Met4 routing:
Drawn at 6 px/um. Supply wires on this layer in grey.
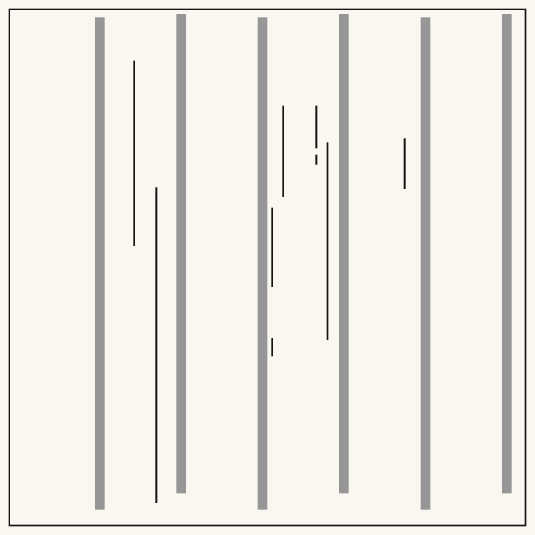
Gate families picked out:
Drawn at 6 px/um.
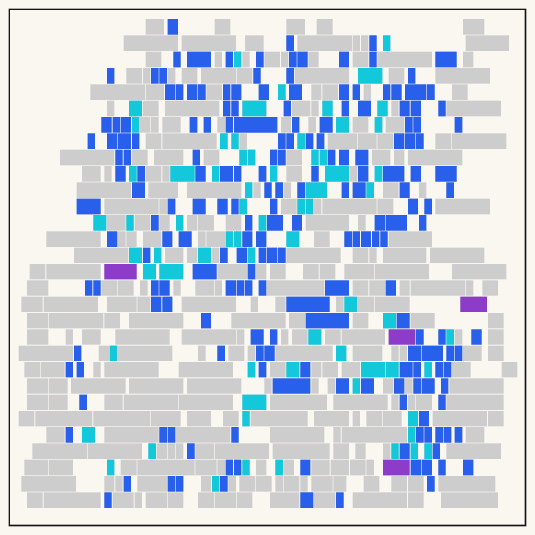
Wiring heat map:
Drawn at 4 px/um. 17 x 17 tiles, from white (low) to dark blue (high), scaled to the fullest tile. Values are wire area over tile area, all layers added.
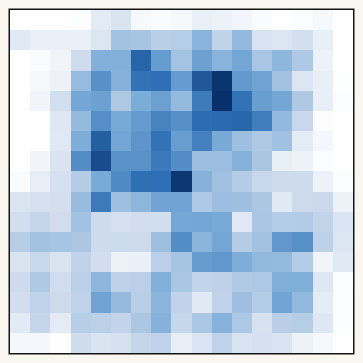
File: config.mk
export PLATFORM = sky130hd
export DESIGN_NAME = quiz_round_controller
export DESIGN_NICKNAME = d
export VERILOG_FILES = /design/src/rtl/quiz_round_controller.sv
export SDC_FILE = /design/constraint.sdc
export NUM_CORES = 1
export LEC_CHECK = 0
export ABC_AREA = 1
export CAP_MARGIN = 5
export CORE_UTILIZATION = 51
export DETAILED_ROUTE_END_ITERATION = 8
export PLACE_DENSITY = 0.76
export SLEW_MARGIN = 25
export SYNTH_ARGS = -nofsm -noshare
export SYNTH_HDL_FRONTEND = slang
export SYNTH_SLANG_ARGS = --single-unit
File: constraint.sdc
create_clock -name clk_in -period 1.6 [get_ports clk_in]
set_input_delay 0.16 -clock clk_in [delete_from_list [all_inputs] [get_ports clk_in]]
set_output_delay 0.16 -clock clk_in [all_outputs]
set_load 0.05 [all_outputs]
File: src/rtl/quiz_round_controller.sv
// Round sequencer for the decimal-to-binary trainer: LFSR target, submit grading, score and verdict hold.
// Optional macro ROUND_TIMER_EN adds a per-round answer time limit that forces a wrong verdict on expiry.
module quiz_round_controller #(
    parameter int         TICKS_PER_SEC = 100000000,
    parameter int         RESULT_TICKS  = 50000000,
    parameter int         MAX_ROUNDS    = 10,
    parameter logic [9:0] LFSR_SEED     = 10'h1A5,
    parameter int         ROUND_SECONDS = 15
) (
    input  logic       clk_in,
    input  logic       reset,
    input  logic       start,
    input  logic       submit,
    input  logic [9:0] switches,
    output logic [9:0] target,
    output logic [3:0] score,
    output logic [3:0] round_num,
    output logic       result_ok,
    output logic       result_bad,
    output logic       game_over,
    output logic [2:0] state_dbg
);

    typedef enum logic [2:0] {
        S_IDLE      = 3'd0,
        S_LOAD      = 3'd1,
        S_WAIT      = 3'd2,
        S_CHECK     = 3'd3,
        S_SHOW      = 3'd4,
        S_GAME_OVER = 3'd5
    } state_t;

    localparam int         HW         = $clog2(RESULT_TICKS + 1);
    localparam logic [HW-1:0] HOLD_LAST = HW'(RESULT_TICKS - 1);
    localparam logic [3:0] LAST_ROUND = 4'(MAX_ROUNDS);

    if (MAX_ROUNDS < 1 || MAX_ROUNDS > 15 || RESULT_TICKS < 1 || LFSR_SEED == 10'd0 ||
        TICKS_PER_SEC < 1 || ROUND_SECONDS < 1) begin : g_param_check
        $error("quiz_round_controller: parameter out of range");
    end

    state_t        state, state_n;
    logic [9:0]    lfsr;
    logic [2:0]    start_sync, submit_sync;
    logic          start_p, submit_p;
    logic [HW-1:0] hold_cnt, hold_n;
    logic [9:0]    target_n;
    logic [3:0]    score_n, round_n;
    logic          ok_n, bad_n, over_n;
    logic          answer_ok;

    // Two sync flops, third flop remembers the previous level for edge detection.
    assign start_p   = start_sync[1] & ~start_sync[2];
    assign submit_p  = submit_sync[1] & ~submit_sync[2];
    assign state_dbg = state;

`ifdef ROUND_TIMER_EN
    localparam int         TW        = $clog2(TICKS_PER_SEC + 1);
    localparam int         SW        = $clog2(ROUND_SECONDS + 1);
    localparam logic [TW-1:0] TICK_LAST = TW'(TICKS_PER_SEC - 1);
    localparam logic [SW-1:0] SEC_LAST  = SW'(ROUND_SECONDS - 1);

    logic [TW-1:0] tick_cnt, tick_n;
    logic [SW-1:0] sec_cnt, sec_n;
    logic          timed_out, timed_out_n;
    logic          expire;

    assign expire    = (tick_cnt == TICK_LAST) && (sec_cnt == SEC_LAST);
    assign answer_ok = (switches == target) && !timed_out;
`else
    assign answer_ok = (switches == target);
`endif

    always_ff @(posedge clk_in or negedge reset) begin
        if (!reset) begin
            state       <= S_IDLE;
            target      <= '0;
            score       <= '0;
            round_num   <= '0;
            result_ok   <= 1'b0;
            result_bad  <= 1'b0;
            game_over   <= 1'b0;
            hold_cnt    <= '0;
            lfsr        <= LFSR_SEED;
            start_sync  <= '0;
            submit_sync <= '0;
`ifdef ROUND_TIMER_EN
            tick_cnt    <= '0;
            sec_cnt     <= '0;
            timed_out   <= 1'b0;
`endif
        end else begin
            state       <= state_n;
            target      <= target_n;
            score       <= score_n;
            round_num   <= round_n;
            result_ok   <= ok_n;
            result_bad  <= bad_n;
            game_over   <= over_n;
            hold_cnt    <= hold_n;
            lfsr        <= {lfsr[8:0], lfsr[9] ^ lfsr[6]};
            start_sync  <= {start_sync[1:0], start};
            submit_sync <= {submit_sync[1:0], submit};
`ifdef ROUND_TIMER_EN
            tick_cnt    <= tick_n;
            sec_cnt     <= sec_n;
            timed_out   <= timed_out_n;
`endif
        end
    end

    always_comb begin
        state_n  = state;
        target_n = target;
        score_n  = score;
        round_n  = round_num;
        ok_n     = result_ok;
        bad_n    = result_bad;
        over_n   = game_over;
        hold_n   = hold_cnt;
`ifdef ROUND_TIMER_EN
        tick_n      = tick_cnt;
        sec_n       = sec_cnt;
        timed_out_n = timed_out;
`endif
        case (state)
            S_IDLE: begin
                if (start_p) begin
                    score_n = '0;
                    round_n = 4'd1;
                    state_n = S_LOAD;
                end
            end
            S_LOAD: begin
                target_n = lfsr;
                state_n  = S_WAIT;
`ifdef ROUND_TIMER_EN
                tick_n      = '0;
                sec_n       = '0;
                timed_out_n = 1'b0;
`endif
            end
            S_WAIT: begin
                // A submit on the expiry cycle is graded normally.
                if (submit_p) begin
                    state_n = S_CHECK;
                end
`ifdef ROUND_TIMER_EN
                else if (expire) begin
                    state_n     = S_CHECK;
                    timed_out_n = 1'b1;
                end else if (tick_cnt == TICK_LAST) begin
                    tick_n = '0;
                    sec_n  = sec_cnt + 1'b1;
                end else begin
                    tick_n = tick_cnt + 1'b1;
                end
`endif
            end
            S_CHECK: begin
                hold_n  = '0;
                state_n = S_SHOW;
                if (answer_ok) begin
                    ok_n = 1'b1;
                    if (score != 4'd15) score_n = score + 4'd1;
                end else begin
                    bad_n = 1'b1;
                end
            end
            S_SHOW: begin
                if (hold_cnt == HOLD_LAST) begin
                    ok_n  = 1'b0;
                    bad_n = 1'b0;
                    if (round_num == LAST_ROUND) begin
                        over_n  = 1'b1;
                        state_n = S_GAME_OVER;
                    end else begin
                        round_n = round_num + 4'd1;
                        state_n = S_LOAD;
                    end
                end else begin
                    hold_n = hold_cnt + 1'b1;
                end
            end
            S_GAME_OVER: begin
                if (start_p) begin
                    over_n  = 1'b0;
                    score_n = '0;
                    round_n = 4'd1;
                    state_n = S_LOAD;
                end
            end
            default: state_n = S_IDLE;
        endcase
    end

endmodule

==> run_results.csv <==
group,metric,value,unit
setup_path,crit_top_cell,"nand2_4",
pwr,power_frac_clock,21.9,%
final_timing,layout_setup_ws,-36.6,ps
pwr,powerComb,3170,uW
setup_path,cp.arrival,1910,ps
final_timing,setup_tns,-308,ps
setup_path,crit_chain,"ha_2 > nand2_4 > nor2_4 > nand2_4 > nor2_4 > nand2_4 > nand2_8 > buf_12 > buf_12 > nand3_2 > o21ai_1",
layout,largest_class,"combinational gates",
yosys,avgSynthCellArea,7.78,um^2
global_route,grt_util_met3,5.00,%
setup_path,cp_slowest_cell,"dfrtp_1",
cts,holdBufCountCts,1,
cts,worstSkewPairLatency,350,ps
detailed_routing,first_pass_iters,5,
floorplanning,core-area,6790,um^2
setup_path,cp_slowest_stage_delay,360,ps
global_route,grt.busiest_layer,"met2",
setup_path,worst_r2r_endpoint,"hold_cnt[15]",
layout,diodes,0,
worst_hold_path,worstHoldStart,"start",
yosys,synth-edff-count,0,
detailed_routing,viasPerCell,5.22,
final_timing,finalCritPeriodShare,102,%
place,hpwlAfterDp,6280,um
place,place_area,4350,um^2
setup_path,crit_cells,11,
worst_hold_path,hold_depth,1,
yosys,top_area_cell,"dfrtp_1",
layout,fin_cells,654,
yosys,synth-simple-area-share,33.5,%
pwr,p_clk,1500,uW
layout,clk_share,4.37,%
place,port_buffers,37,
cts,post_cts_buffers,0,
pwr,p_seq_share,32.0,%
setup_path,reg2regPathDepth,11,
place,globalplace.congestion,0.908,
layout,lay_top_cells,"116 x nand2_1, 68 x buf_4, 54 x inv_1, 54 x dfrtp_1, 49 x nand3_1",
layout,final_area,4810,um^2
pwr,power.group.top,"combinational cells",
final_timing,setup_viol,20,
layout,reg_top3,"hold_cnt x26, lfsr x10, target x10",
cts,clkTransAtPathRegs,80,ps
global_route,grt_max_degree,67,
layout,lay_top_count,"nand2_1",
setup_path,cp_max_fo,8,
cts,cts_resized,3,
global_route,grt_overflow,0,
yosys,top_cells_by_area,"dfrtp_1 43%, nand2_1 13%, nand3_1 7.7%",
final_timing,grt_setup_unrepaired,"true",
floorplanning,chip_area,7360,um^2
detailed_routing,met1_length,4090,um
floorplanning,die_h,85.8,um
final_timing,drv_slew,0,
floorplanning,initCoreUtil,52.7,%
final_timing,hold_ws,245,ps
detailed_routing,routed.top_layer,"met4",
place,place_ws,-117,ps
cts,cts_buffer_depth,2,
layout,largest_register_ffs,26,
yosys,fa_ha_area_share,1.40,%
final_timing,layout_min_cycle_time,1640,ps
setup_path,start_kind,"flip-flop",
pwr,internal_power,3790,uW
layout,flop-count,66,
floorplanning,tap_cells,96,
yosys,syn_nets,478,
layout,buffers,88,
pwr,powerSeq,2200,uW
global_route,grt_pass1_vias,3212,
yosys,synthTopLogicFamily,"simple AND/OR/NAND/NOR gates",
layout,syn2layout_area_growth,34.5,%
detailed_routing,met2_length,4550,um
layout,post-route-util,70.9,%
yosys,ys_sh_mux,1.26,%
layout,comb_area_share,38.0,%
pwr,p_comb_share,46.1,%
status,violations,"setup timing",
yosys,synthCells,460,
setup_path,cp.required,1880,ps
worst_hold_path,hold_end,"start_sync[0]",
yosys,synth_flops,66,
global_route,antenna_found_initial,0,
layout,inverters,61,
final_timing,worst_pin_slew,358,ps
pwr,power_leakage,0.00239,uW
cts,cts.sinks,66,
layout,nMultiInputCombCells,327,
layout,final_layout_size_suffix_gt1_share,30.5,%
setup_path,path_class,"flip-flop to flip-flop",
pwr,peakVddDrop,0.968,mV
yosys,yosys.area.top_type_share,42.6,%
final_timing,fmax,611,MHz
global_route,grt_first_pass_wirelength,14800,um
floorplanning,io_pins,38,
setup_path,timing.rr.start,"hold_cnt[1]",
cts,numCtsBuffers,9,
yosys,ys_cells,460,
setup_path,crit_start,"hold_cnt[1]",
detailed_routing,drcViolationCount,0,
yosys,yosys_warnings,0,
yosys,yosysChipArea,3580,um^2
global_route,met1_usage,36.0,%
floorplanning,rows,30,
worst_hold_path,hold_class,"primary input to flip-flop",
layout,sh_seq_area,34.6,%
flow_run,maxCapViolCount,0,
yosys,flop_cell,"dfrtp_1",
status,status,"finished, violations left",
yosys,seq_area_frac_synth,46.3,%
cts,cts_max_level,3,
setup_path,crit_path_end,"hold_cnt[15]",
Notes on 'met4 routing' above:
share of all routed wire	1.8%
longest straight run	52.4 um
main direction	vertical
total number of vias: 3414
WL final: 9240 um

Notes on 'gate families picked out' above:
colour	family	cells	most used
purple	fa/ha/maj cells	4	ha_1
blue	nand cells	198	nand2_1
cyan	nor cells	68	nor2_1

Notes on 'wiring heat map' above:
mean over tiles	0.20
tiles over half the peak	20%
nearly empty tiles	10%
fullest tile	0.65
WL/cell: 14.1 um
total track usage: 25.9%

No activity file was given, so power comes from the tool's default toggle rates.
